`src/rtl/demux_by_2_buf.sv`:
```
// Registered 1-to-2 demultiplexer: in_sel steers each producer word into one
// of two independent 2-entry FIFOs, each with its own valid/ready consumer.
module demux_by_2_buf_fifo #(
    parameter int unsigned N = 32
) (
    input  logic         clk,
    input  logic         rst_n,
    input  logic         push,
    input  logic [N-1:0] push_data,
    input  logic         ready,
    output logic         valid,
    output logic [N-1:0] data,
    output logic [1:0]   count
);
    localparam int unsigned CW = 2;

    logic [N-1:0]  head_q, head_d;
    logic [N-1:0]  tail_q, tail_d;
    logic [CW-1:0] cnt_q, cnt_d;
    logic          pop;

    assign valid = (cnt_q != CW'(0));
    assign data  = valid ? head_q : N'(0);
    assign count = cnt_q;
    assign pop   = valid & ready;

    // Next-state for head/tail/count; push+pop only reachable at count 1.
    always_comb begin
        head_d = head_q;
        tail_d = tail_q;
        cnt_d  = cnt_q;
        case ({push, pop})
            2'b10: begin
                if (cnt_q == CW'(0)) begin
                    head_d = push_data;
                    cnt_d  = CW'(1);
                end else if (cnt_q == CW'(1)) begin
                    tail_d = push_data;
                    cnt_d  = CW'(2);
                end
            end
            2'b01: begin
                if (cnt_q == CW'(2)) begin
                    head_d = tail_q;
                    cnt_d  = CW'(1);
                end else begin
                    cnt_d  = CW'(0);
                end
            end
            2'b11: begin
                head_d = push_data;
            end
            default: ;
        endcase
    end

    always_ff @(posedge clk or negedge rst_n) begin
        if (!rst_n) begin
            head_q <= '0;
            tail_q <= '0;
            cnt_q  <= '0;
        end else begin
            head_q <= head_d;
            tail_q <= tail_d;
            cnt_q  <= cnt_d;
        end
    end
endmodule

module demux_by_2_buf #(
    parameter int unsigned N = 32
) (
    input  logic         clk,
    input  logic         rst_n,
    input  logic         in_valid,
    input  logic         in_sel,
    input  logic [N-1:0] in_data,
    output logic         in_ready,
    output logic         out0_valid,
    output logic [N-1:0] out0_data,
    input  logic         out0_ready,
    output logic         out1_valid,
    output logic [N-1:0] out1_data,
    input  logic         out1_ready,
    output logic [1:0]   count0,
    output logic [1:0]   count1
);
    logic push0, push1;

    // Ready depends only on the addressed FIFO, so a stalled output never blocks the other.
    assign in_ready = (in_sel ? count1 : count0) != 2'd2;
    assign push0    = in_valid & in_ready & ~in_sel;
    assign push1    = in_valid & in_ready & in_sel;

    demux_by_2_buf_fifo #(.N(N)) u_fifo0 (
        .clk       (clk),
        .rst_n     (rst_n),
        .push      (push0),
        .push_data (in_data),
        .ready     (out0_ready),
        .valid     (out0_valid),
        .data      (out0_data),
        .count     (count0)
    );

    demux_by_2_buf_fifo #(.N(N)) u_fifo1 (
        .clk       (clk),
        .rst_n     (rst_n),
        .push      (push1),
        .push_data (in_data),
        .ready     (out1_ready),
        .valid     (out1_valid),
        .data      (out1_data),
        .count     (count1)
    );
endmodule

```
`config.mk`:
```
export PLATFORM = sky130hd
export DESIGN_NAME = demux_by_2_buf
export DESIGN_NICKNAME = d
export VERILOG_FILES = /design/src/rtl/demux_by_2_buf.sv
export SDC_FILE = /design/constraint.sdc
export NUM_CORES = 1
export LEC_CHECK = 0
export CAP_MARGIN = 5
export CORE_UTILIZATION = 40
export DETAILED_ROUTE_END_ITERATION = 12
export PLACE_DENSITY = 0.75
export SLEW_MARGIN = 10
export SYNTH_ARGS = -nofsm -noshare
export SYNTH_HDL_FRONTEND = slang
export SYNTH_SLANG_ARGS = --single-unit
```
`constraint.sdc`:
```
create_clock -name clk -period 2.7 [get_ports clk]
set_clock_uncertainty 0.15 [all_clocks]
set_input_delay 0.54 -clock clk [delete_from_list [all_inputs] [get_ports clk]]
set_output_delay 0.54 -clock clk [all_outputs]
set_load 0.1 [all_outputs]
```
Clock routing:
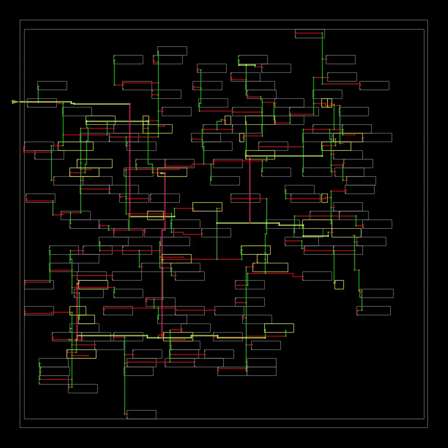
CTS Buf Count: 17
clk sinks: 132
flip-flops: 132
Insertion Delay late pin: 0.42 ns

I/O pins on the die edge:
(3 px per µm) Pins as bars across the die edge, other pins in grey.
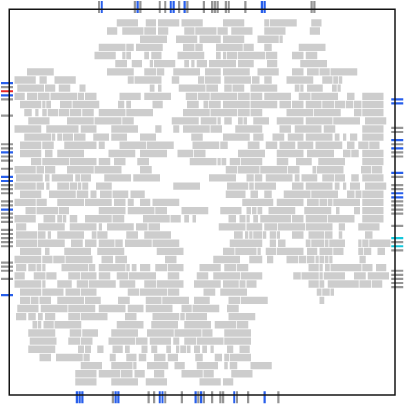
colour	port	pins	direction	edge
blue	out0_data	32	output	11 bottom, 7 left, 7 top, 7 right
cyan	count1	2	output	right
red	rst_n	1	input	left
all pins by edge	33 left, 29 right, 24 bottom, 23 top
port bufs: 108
Die Ht: 128.1 µm

Gate families picked out:
(3 px per µm)
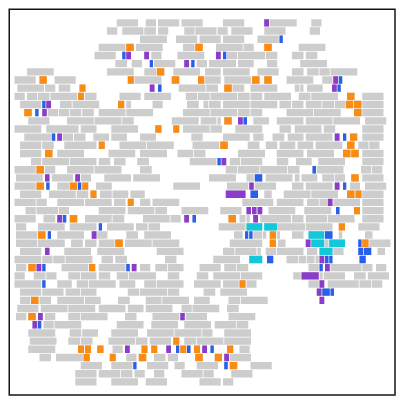
colour	family	cells	most used	where
cyan	fa/ha/maj cells	7	ha_1	middle right
blue	nand cells	47	nand2_1	widely spread
purple	aoi and oai cells	44	o21ai_0	widely spread
orange	and/or cells	67	and2_2	widely spread
Commonest Layout Cell: dfrtp_1
Comb/total area: 32.10%
Finished Layout Cells: 836

==> results.py <==
# Auto-generated metrics
metrics = {
    "run_status": {
        "status": "finished with violations",
        "violations": "negative hold slack",
    },
    "floorplan": {
        "coreArea_um2": 15370,
        "rows": 45,
    },
    "placed_design": {
        "dp.cells": 805,
    },
    "yosys": {
        "adder_share_pct": 1.378,
        "syn-instance-count": 502,
        "top_cell_area_share_pct": 51.97,
        "simple_gate_share_pct": 10.06,
        "syn-num-nets": 547,
    },
    "worst_setup_path": {
        "crit_required_ns": 2.01,
        "reg2reg_depth": 7,
        "worstPathArrival_ns": 1.93,
    },
    "timing": {
        "finalCritPeriodShare_pct": 97.13,
        "holdWs_ns": -0.01908,
        "finalHoldViolations": 8,
        "finalMaxSlewViolations": 0,
    },
    "clock_tree": {
        "cts_tree": "yes",
        "clk_pin_slew_ns": 0.05,
        "cts_root_buf": "clkbuf_16",
    },
    "routing": {
        "wl_met2_um": 7402,
    },
    "finish": {
        "layout-drive-gt1-share_pct": 47.20,
        "antennaDiodeCount": 0,
    },
    "global_routing": {
        "grt_pass1_wl_um": 24690,
        "met3_usage_pct": 5.259,
    },
    "flow_run": {
        "warning_count": 31,
    },
}
The metal 4 layer:
(3 px per µm)
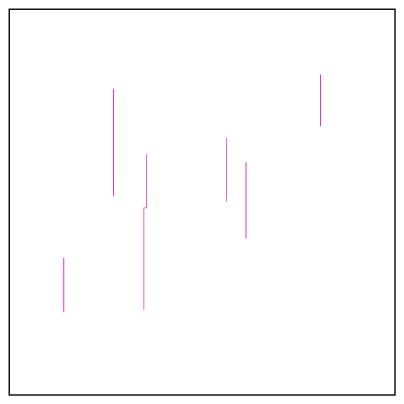
share of all routed wire	1.1%
longest straight run	35.4 µm
vias: 4209
final WL: 14830 µm

Metal layers overlaid:
(2 px per µm) Two of the layers only.
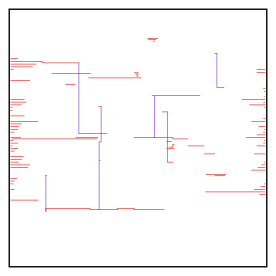
colour	layer	wire length
red	metal 3	608 µm
purple	metal 4	169 µm
GRT Overall Usage: 19.90%
per-cell routed wire length: 17.74 µm

-- worst max-delay path by stage --
| stage | to | slack [ns] | cells after the start |
|---|---|---|---|
| 4_1_cts | out1_data[0] | 0.06 | 4 |
| 6_report | out1_data[6] | 0.08 | 4 |
| 3_3_place_gp | u_fifo0.head_q[0] | -0.006 | 7 |
| 3_5_place_dp | u_fifo0.head_q[0] | -0.06 | 7 |
| 2_1_floorplan | u_fifo1.head_q[1] | 0.002 | 12 |
| 5_1_grt | out1_data[0] | 0.02 | 4 |
-- layout make-up --
class	count	area, µm²	share of cell area, %
Clock buffer	22	474.2	5.185
Sequential cell	132	3318	36.28
Clock inverter	9	126.4	1.382
Multi-Input combinational cell	332	2935	32.10
Timing Repair Buffer	124	2004	21.92
Tap cell	211	264.0	2.887
Inverter	6	22.52	0.2463
-- metrics by stage --
stage	instance area, µm²	utilization, %	hold slack [ns]	TNS [ns]
detailed placement	8541	55.56	0.3125	-0.6137
global placement	8541	55.56	0.3031	-0.01174
global route	9145	59.50	0.03813	0
floorplan	6459	-	0.09441	0
finish	9145	59.50	-0.01908	0
CTS	9145	59.50	0.008844	0
-- timing repair --
item                                    4_1_cts  5_1_grt
resized                                       1        0
endpoints found under the setup margin        4        0
endpoints found under the hold margin         0        0
-- layout by cell type, fill, tap and decap left out, types with 2 or more instances in the layout --
cell	count
buf_4	8
inv_1	6
nand2b_1	2
nand3b_1	5
buf_12	78
dfrtp_4	4
clkinv_2	4
nor2_1	2
mux2i_1	33
mux2_2	99
o21ai_0	39
ha_1	4
mux2_4	30
and2_1	28
clkbuf_8	3
clkbuf_16	17
ha_2	3
clkbuf_1	2
nand2_1	39
a21oi_1	3
and2_2	37
clkdlybuf4s50_1	36
bufinv_16	3
buf_6	2
dfrtp_1	128
